--- config.mk ---
export PLATFORM = sky130hd
export DESIGN_NAME = csel_subtractor_pipe
export DESIGN_NICKNAME = d
export VERILOG_FILES = /design/src/rtl/csel_pkg.sv /design/src/rtl/csel_sub_slice.sv /design/src/rtl/csel_subtractor_pipe.sv
export SDC_FILE = /design/constraint.sdc
export NUM_CORES = 1
export LEC_CHECK = 0
export CORE_MARGIN = 2
export CORE_UTILIZATION = 45
export DETAILED_ROUTE_END_ITERATION = 10
export PLACE_DENSITY = 0.76
export RECOVER_POWER = 50
export SLEW_MARGIN = 40
export SYNTH_ARGS = -nofsm -noshare
export SYNTH_HDL_FRONTEND = slang
export SYNTH_HIERARCHICAL = 1
export SYNTH_SLANG_ARGS = --single-unit
--- constraint.sdc ---
create_clock -name clk -period 3 [get_ports clk]
set_input_delay 0.3 -clock clk [delete_from_list [all_inputs] [get_ports clk]]
set_output_delay 0.3 -clock clk [all_outputs]
set_load 0.02 [all_outputs]
--- src/rtl/csel_pkg.sv ---
// -----------------------------------------------------------------------------
// csel_pkg
// Shared definitions for the pipelined carry-select subtractor:
//   - default operand and slice widths plus derived half/slice counts
//   - result bundle {diff, bout, ovf, zero}
//   - signed-overflow helper for a - b style subtraction
// No ports (package).
// -----------------------------------------------------------------------------
package csel_pkg;

  localparam int CSEL_WIDTH  = 64;
  localparam int CSEL_BLOCK  = 8;
  localparam int CSEL_HALF   = CSEL_WIDTH / 2;
  localparam int CSEL_NSLICE = CSEL_HALF / CSEL_BLOCK;

  typedef struct packed {
    logic [CSEL_WIDTH-1:0] diff;
    logic                  bout;
    logic                  ovf;
    logic                  zero;
  } csel_result_t;

  // Overflow of a - b: operands of differing sign and a result whose sign
  // differs from the minuend.
  function automatic logic csel_sub_ovf(input logic a_msb,
                                        input logic b_msb,
                                        input logic d_msb);
    return (a_msb != b_msb) && (d_msb != a_msb);
  endfunction

endpackage

--- src/rtl/csel_sub_slice.sv ---
// -----------------------------------------------------------------------------
// csel_sub_slice
// One carry-select slice of the subtractor datapath. Adds a_i to the already
// inverted subtrahend nb_i for both possible carry-ins and selects with cin_i.
// Ports:
//   a_i     [BLOCK]  minuend bits of this slice
//   nb_i    [BLOCK]  inverted subtrahend bits of this slice
//   cin_i   1        carry-in used for the muxed outputs
//   sum0_o  [BLOCK]  candidate sum, carry-in 0
//   sum1_o  [BLOCK]  candidate sum, carry-in 1
//   cout0_o 1        candidate carry-out, carry-in 0
//   cout1_o 1        candidate carry-out, carry-in 1
//   sum_o   [BLOCK]  sum selected by cin_i
//   cout_o  1        carry-out selected by cin_i
// -----------------------------------------------------------------------------
module csel_sub_slice
  import csel_pkg::*;
#(
  parameter int BLOCK = CSEL_BLOCK
) (
  input  logic [BLOCK-1:0] a_i,
  input  logic [BLOCK-1:0] nb_i,
  input  logic             cin_i,
  output logic [BLOCK-1:0] sum0_o,
  output logic [BLOCK-1:0] sum1_o,
  output logic             cout0_o,
  output logic             cout1_o,
  output logic [BLOCK-1:0] sum_o,
  output logic             cout_o
);

  assign {cout0_o, sum0_o} = {1'b0, a_i} + {1'b0, nb_i};
  assign {cout1_o, sum1_o} = {1'b0, a_i} + {1'b0, nb_i} + {{BLOCK{1'b0}}, 1'b1};

  assign sum_o  = cin_i ? sum1_o  : sum0_o;
  assign cout_o = cin_i ? cout1_o : cout0_o;

endmodule

--- src/rtl/csel_subtractor_pipe.sv ---
// -----------------------------------------------------------------------------
// csel_subtractor_pipe
// Two-stage pipelined carry-select subtractor: diff = a - b - bin, computed
// as a + ~b + ~bin. Stage 1 resolves the lower half and both upper-half
// candidates; stage 2 selects the upper half by the mid carry and forms flags.
// Ports:
//   clk        1      rising-edge clock
//   rst        1      asynchronous active-low reset
//   in_valid   1      operands valid
//   in_ready   1      operands accepted this cycle (combinational on out_ready)
//   a, b       WIDTH  minuend, subtrahend
//   bin        1      borrow in
//   out_valid  1      result valid
//   out_ready  1      consumer accepts result
//   diff       WIDTH  a - b - bin mod 2^WIDTH
//   bout       1      unsigned borrow out
//   ovf        1      two's-complement overflow
//   zero       1      diff == 0
// WIDTH must be a multiple of 2*BLOCK.
// -----------------------------------------------------------------------------
module csel_subtractor_pipe
  import csel_pkg::*;
#(
  parameter int WIDTH = CSEL_WIDTH,
  parameter int BLOCK = CSEL_BLOCK
) (
  input  logic             clk,
  input  logic             rst,
  input  logic             in_valid,
  output logic             in_ready,
  input  logic [WIDTH-1:0] a,
  input  logic [WIDTH-1:0] b,
  input  logic             bin,
  output logic             out_valid,
  input  logic             out_ready,
  output logic [WIDTH-1:0] diff,
  output logic             bout,
  output logic             ovf,
  output logic             zero
);

  localparam int HALF   = WIDTH / 2;
  localparam int NSLICE = HALF / BLOCK;

  typedef struct packed {
    logic [HALF-1:0] lo;
    logic            cmid;
    logic [HALF-1:0] hi0;
    logic [HALF-1:0] hi1;
    logic            co0;
    logic            co1;
    logic            amsb;
    logic            bmsb;
  } s1_t;

  logic [WIDTH-1:0] nb_s;
  logic [HALF-1:0]  lo_sum_s;
  logic [HALF-1:0]  hi0_sum_s;
  logic [HALF-1:0]  hi1_sum_s;
  logic             lo_cmid_s;
  logic             hi_co0_s;
  logic             hi_co1_s;

  logic             s2_adv_s;
  logic             s1_adv_s;
  logic             accept_s;

  logic             s1_valid_q, s1_valid_d;
  s1_t              s1_q, s1_d;
  logic             s2_valid_q, s2_valid_d;
  logic [WIDTH-1:0] diff_q, diff_d;
  logic             bout_q, bout_d;
  logic             ovf_q, ovf_d;
  logic             zero_q, zero_d;

  logic [HALF-1:0]  hi_sel_s;
  logic             co_sel_s;
  logic [WIDTH-1:0] diff_sel_s;

  // Subtraction as addition: invert b here; ~bin becomes the lowest carry-in.
  assign nb_s = ~b;

  // Lower half: plain carry-select ripple seeded with ~bin.
  for (genvar i = 0; i < NSLICE; i++) begin : g_lo
    logic             cin_s;
    logic             cout_s;
    logic [BLOCK-1:0] s0_unused_s;
    logic [BLOCK-1:0] s1_unused_s;
    logic             c0_unused_s;
    logic             c1_unused_s;

    if (i == 0) begin : g_first
      assign cin_s = ~bin;
    end else begin : g_rest
      assign cin_s = g_lo[i-1].cout_s;
    end

    csel_sub_slice #(.BLOCK(BLOCK)) u_slice (
      .a_i    (a[i*BLOCK +: BLOCK]),
      .nb_i   (nb_s[i*BLOCK +: BLOCK]),
      .cin_i  (cin_s),
      .sum0_o (s0_unused_s),
      .sum1_o (s1_unused_s),
      .cout0_o(c0_unused_s),
      .cout1_o(c1_unused_s),
      .sum_o  (lo_sum_s[i*BLOCK +: BLOCK]),
      .cout_o (cout_s)
    );
  end

  assign lo_cmid_s = g_lo[NSLICE-1].cout_s;

  // Upper half: the slice mux chain resolves the carry-in-0 hypothesis, and a
  // second select chain over the same slice candidates resolves carry-in 1.
  for (genvar i = 0; i < NSLICE; i++) begin : g_hi
    logic             cin0_s;
    logic             cout0_s;
    logic             c1_in_s;
    logic             c1_out_s;
    logic [BLOCK-1:0] cand0_s;
    logic [BLOCK-1:0] cand1_s;
    logic             cand_co0_s;
    logic             cand_co1_s;

    if (i == 0) begin : g_first
      assign cin0_s  = 1'b0;
      assign c1_in_s = 1'b1;
    end else begin : g_rest
      assign cin0_s  = g_hi[i-1].cout0_s;
      assign c1_in_s = g_hi[i-1].c1_out_s;
    end

    csel_sub_slice #(.BLOCK(BLOCK)) u_slice (
      .a_i    (a[HALF + i*BLOCK +: BLOCK]),
      .nb_i   (nb_s[HALF + i*BLOCK +: BLOCK]),
      .cin_i  (cin0_s),
      .sum0_o (cand0_s),
      .sum1_o (cand1_s),
      .cout0_o(cand_co0_s),
      .cout1_o(cand_co1_s),
      .sum_o  (hi0_sum_s[i*BLOCK +: BLOCK]),
      .cout_o (cout0_s)
    );

    assign hi1_sum_s[i*BLOCK +: BLOCK] = c1_in_s ? cand1_s : cand0_s;
    assign c1_out_s                    = c1_in_s ? cand_co1_s : cand_co0_s;
  end

  assign hi_co0_s = g_hi[NSLICE-1].cout0_s;
  assign hi_co1_s = g_hi[NSLICE-1].c1_out_s;

  // Handshake: a stage may load when it is empty or its contents move on.
  // in_ready is therefore combinational from out_ready.
  assign s2_adv_s = !s2_valid_q || out_ready;
  assign s1_adv_s = !s1_valid_q || s2_adv_s;
  assign in_ready = s1_adv_s;
  assign accept_s = in_valid && s1_adv_s;

  // Stage 1 next state: capture lower result and both upper candidates on accept.
  always_comb begin
    s1_valid_d = s1_valid_q;
    s1_d       = s1_q;
    if (s1_adv_s) begin
      s1_valid_d = in_valid;
    end else begin
      s1_valid_d = s1_valid_q;
    end
    if (accept_s) begin
      s1_d.lo   = lo_sum_s;
      s1_d.cmid = lo_cmid_s;
      s1_d.hi0  = hi0_sum_s;
      s1_d.hi1  = hi1_sum_s;
      s1_d.co0  = hi_co0_s;
      s1_d.co1  = hi_co1_s;
      s1_d.amsb = a[WIDTH-1];
      s1_d.bmsb = b[WIDTH-1];
    end else begin
      s1_d = s1_q;
    end
  end

  // Stage 2 select: zero is taken from the selected value, not the register.
  always_comb begin
    hi_sel_s   = s1_q.cmid ? s1_q.hi1 : s1_q.hi0;
    co_sel_s   = s1_q.cmid ? s1_q.co1 : s1_q.co0;
    diff_sel_s = {hi_sel_s, s1_q.lo};
  end

  // Stage 2 next state: result registers load only when a valid S1 entry moves.
  always_comb begin
    s2_valid_d = s2_valid_q;
    diff_d     = diff_q;
    bout_d     = bout_q;
    ovf_d      = ovf_q;
    zero_d     = zero_q;
    if (s2_adv_s) begin
      s2_valid_d = s1_valid_q;
    end else begin
      s2_valid_d = s2_valid_q;
    end
    if (s2_adv_s && s1_valid_q) begin
      diff_d = diff_sel_s;
      bout_d = ~co_sel_s;
      ovf_d  = csel_sub_ovf(s1_q.amsb, s1_q.bmsb, hi_sel_s[HALF-1]);
      zero_d = ~|diff_sel_s;
    end else begin
      diff_d = diff_q;
      bout_d = bout_q;
      ovf_d  = ovf_q;
      zero_d = zero_q;
    end
  end

  // Pipeline state registers; reset drops all in-flight operands.
  always_ff @(posedge clk or negedge rst) begin
    if (!rst) begin
      s1_valid_q <= 1'b0;
      s1_q       <= '0;
      s2_valid_q <= 1'b0;
      diff_q     <= '0;
      bout_q     <= 1'b0;
      ovf_q      <= 1'b0;
      zero_q     <= 1'b0;
    end else begin
      s1_valid_q <= s1_valid_d;
      s1_q       <= s1_d;
      s2_valid_q <= s2_valid_d;
      diff_q     <= diff_d;
      bout_q     <= bout_d;
      ovf_q      <= ovf_d;
      zero_q     <= zero_d;
    end
  end

  assign out_valid = s2_valid_q;
  assign diff      = diff_q;
  assign bout      = bout_q;
  assign ovf       = ovf_q;
  assign zero      = zero_q;

endmodule

**Gate-type map**

Bar = 50 um.
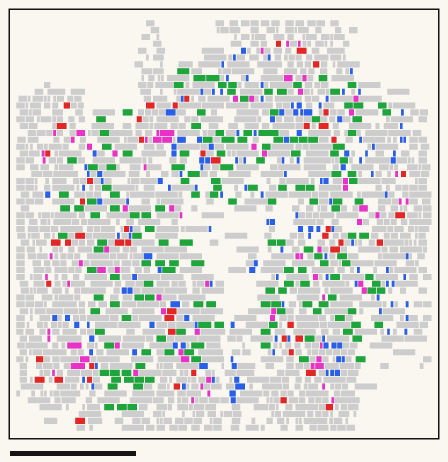
family	color	cells	most used
NOR gates	magenta	76	nor2_1
multiplexers	green	168	mux2_2
AND and OR gates	red	51	and3_1
NAND gates	blue	154	nand2_1

**Zoomed window**

Bar = 10 um. Window x 72 to 97, y 38 to 63 um. Cells in gray, sequential cells in the stronger gray; small squares are vias.
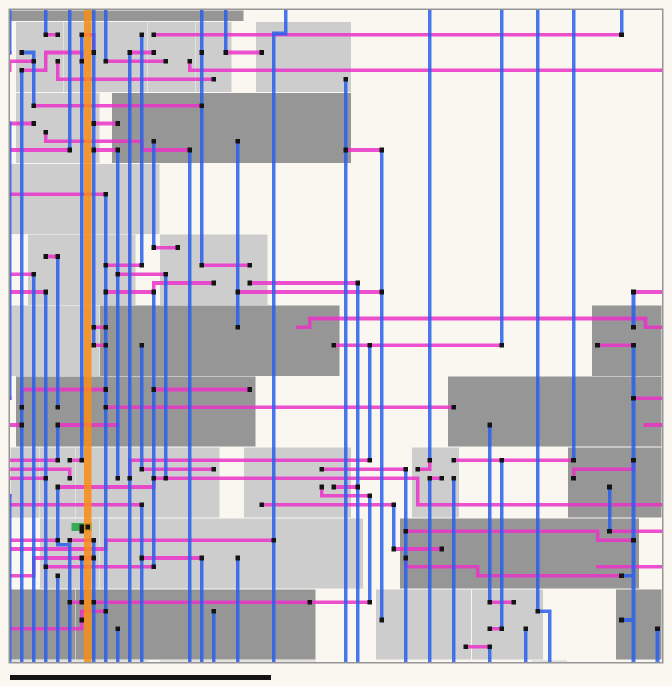
layer	color
met3	green
met2	blue
met4	orange
met1	magenta
cells with their middle in the window	23
sequential cells in the window	6
netlist names of flops here include	`diff` (3), `diff_sel_s` (2)
most frequent	dfrtp_1 (6), mux2_2 (3)

**Placed standard cells**

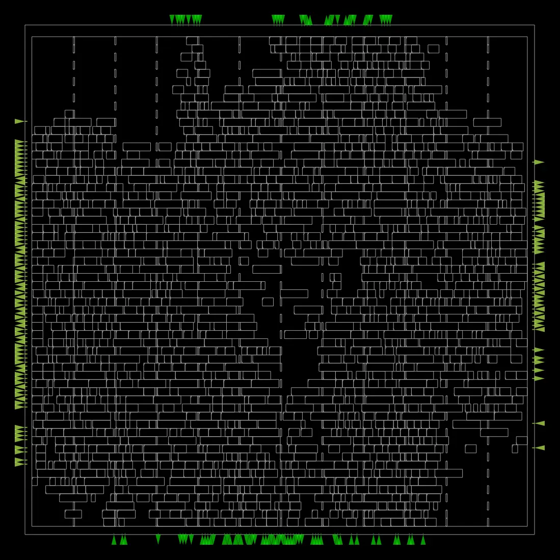
fin util: 0.6419
Tap Cells: 341
# rows: 60
fraction of area in registers: 0.2459

**Clock network drawn from the DEF**

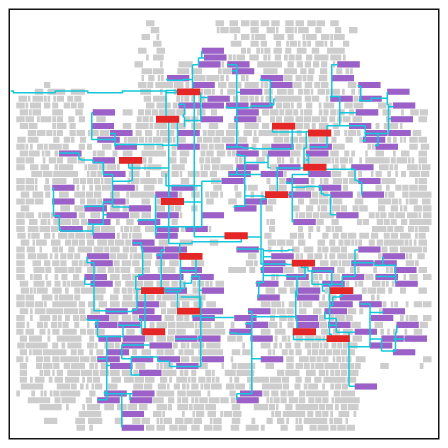
[flip-flops] purple | count: 170
[clock wires] cyan | length: 2080 um
[cells driving clock nets] red | count: 17
routed clock nets	18

==> ci_impl_report.md <==
## PnR job results

| Metric | Value |
|---|---|
| Tcrit/Tclk final | `1.226` |
| Slew Viols, Final | `116` |
| Via density | `just over 5` |
| Log Warnings | `29` |
| Root Buffer | `clkbuf_16` |
| WP data arrival | `3.98 ns` |
| Final nets | `1802` |
| Clk tree area frac | `0.03457` |
| Relative slew slack | `-0.3244` |
| GR Util met1 | `0.2697` |
| CTS clk-pin slew, worst paths | `0.06 ns` |
| Htree depth | `4` |
| WL met3 | `around 1.4 mm` |
| MI comb cells | `878` |
| Mapped cell area | `12370 um2` |
| DIE HEIGHT | `169.8 um` |
| HP Class | `input port to flip-flop` |
| DP Cell Count | `1875` |
| DR top layer | `met4` |
| Power in sequential cells | `3700 uW` |
| Slowest stage cell, crit path | `fa_2` |
| Vias in the first global route | `~11000` |
| Worst R2R Start | `out_valid$_DFFE_PN0P_` |
| Num sequential | `between 150 and 200` |
| Layout cells sized above 1 | `0.3367` |
| I/O Buffers | `201` |
| Failing checks | `capacitance limit, slew limit, setup timing` |
| Status | `finished with violations` |
| Fin. Hold Viols | `0` |
| FMAX | `~0.27 GHz` |
| Final Total Pwr | `10630 uW` |
| M2 GR Usage | `0.4005` |
| Maxcap violations | `2` |
| WL/cell | `16.06 um` |
| Met2 WL post-DR | `16.23 mm` |
| Detail Placement HPWL | `roughly 23 mm` |
| First-pass GRT wire length | `51.15 mm` |
| Post-Synthesis Cells | `1207` |
| Req. time, crit path | `3.31 ns` |
| Antenna-violating nets left | `0` |
| Routability cong. | `0.9099` |
| Final setup viols | `29` |
| Pre-CTS setup slack | `-1.768 ns` |
| Gr usage total | `0.2207` |
| Final worst slack | `-0.6786 ns` |
| Layout area overhead | `39.80%` |
| # clk buffers | `18` |
| DRC errors left | `0` |
sequential cells by signal, indices dropped and copies added (netlist names):
signal and count:
s1_q 69, diff 64, diff_sel_s 32, bout 1
out_valid 1, ovf 1, s1_valid_q 1, zero 1
timing repair:
item,in CTS,in global routing
pin swaps,54,18
gates resized,126,37
cloned,1,0
hold endpoints to repair,76,0
hold buffers,1,0
buffers inserted,28,13
endpoints found under the setup margin,54,43
worst max-delay path: cells and delay by family:
family                     cells  cell delay, ns
AOI/OAI and AO/OA              2            0.27
xor gates and xnor gates       4            0.66
adders and majority gates      2            0.44
buffers and inverters         11            1.01
muxes                          1            0.26
and+or+nand+nor                5            1.02
Power and IR drop assume default switching activity.
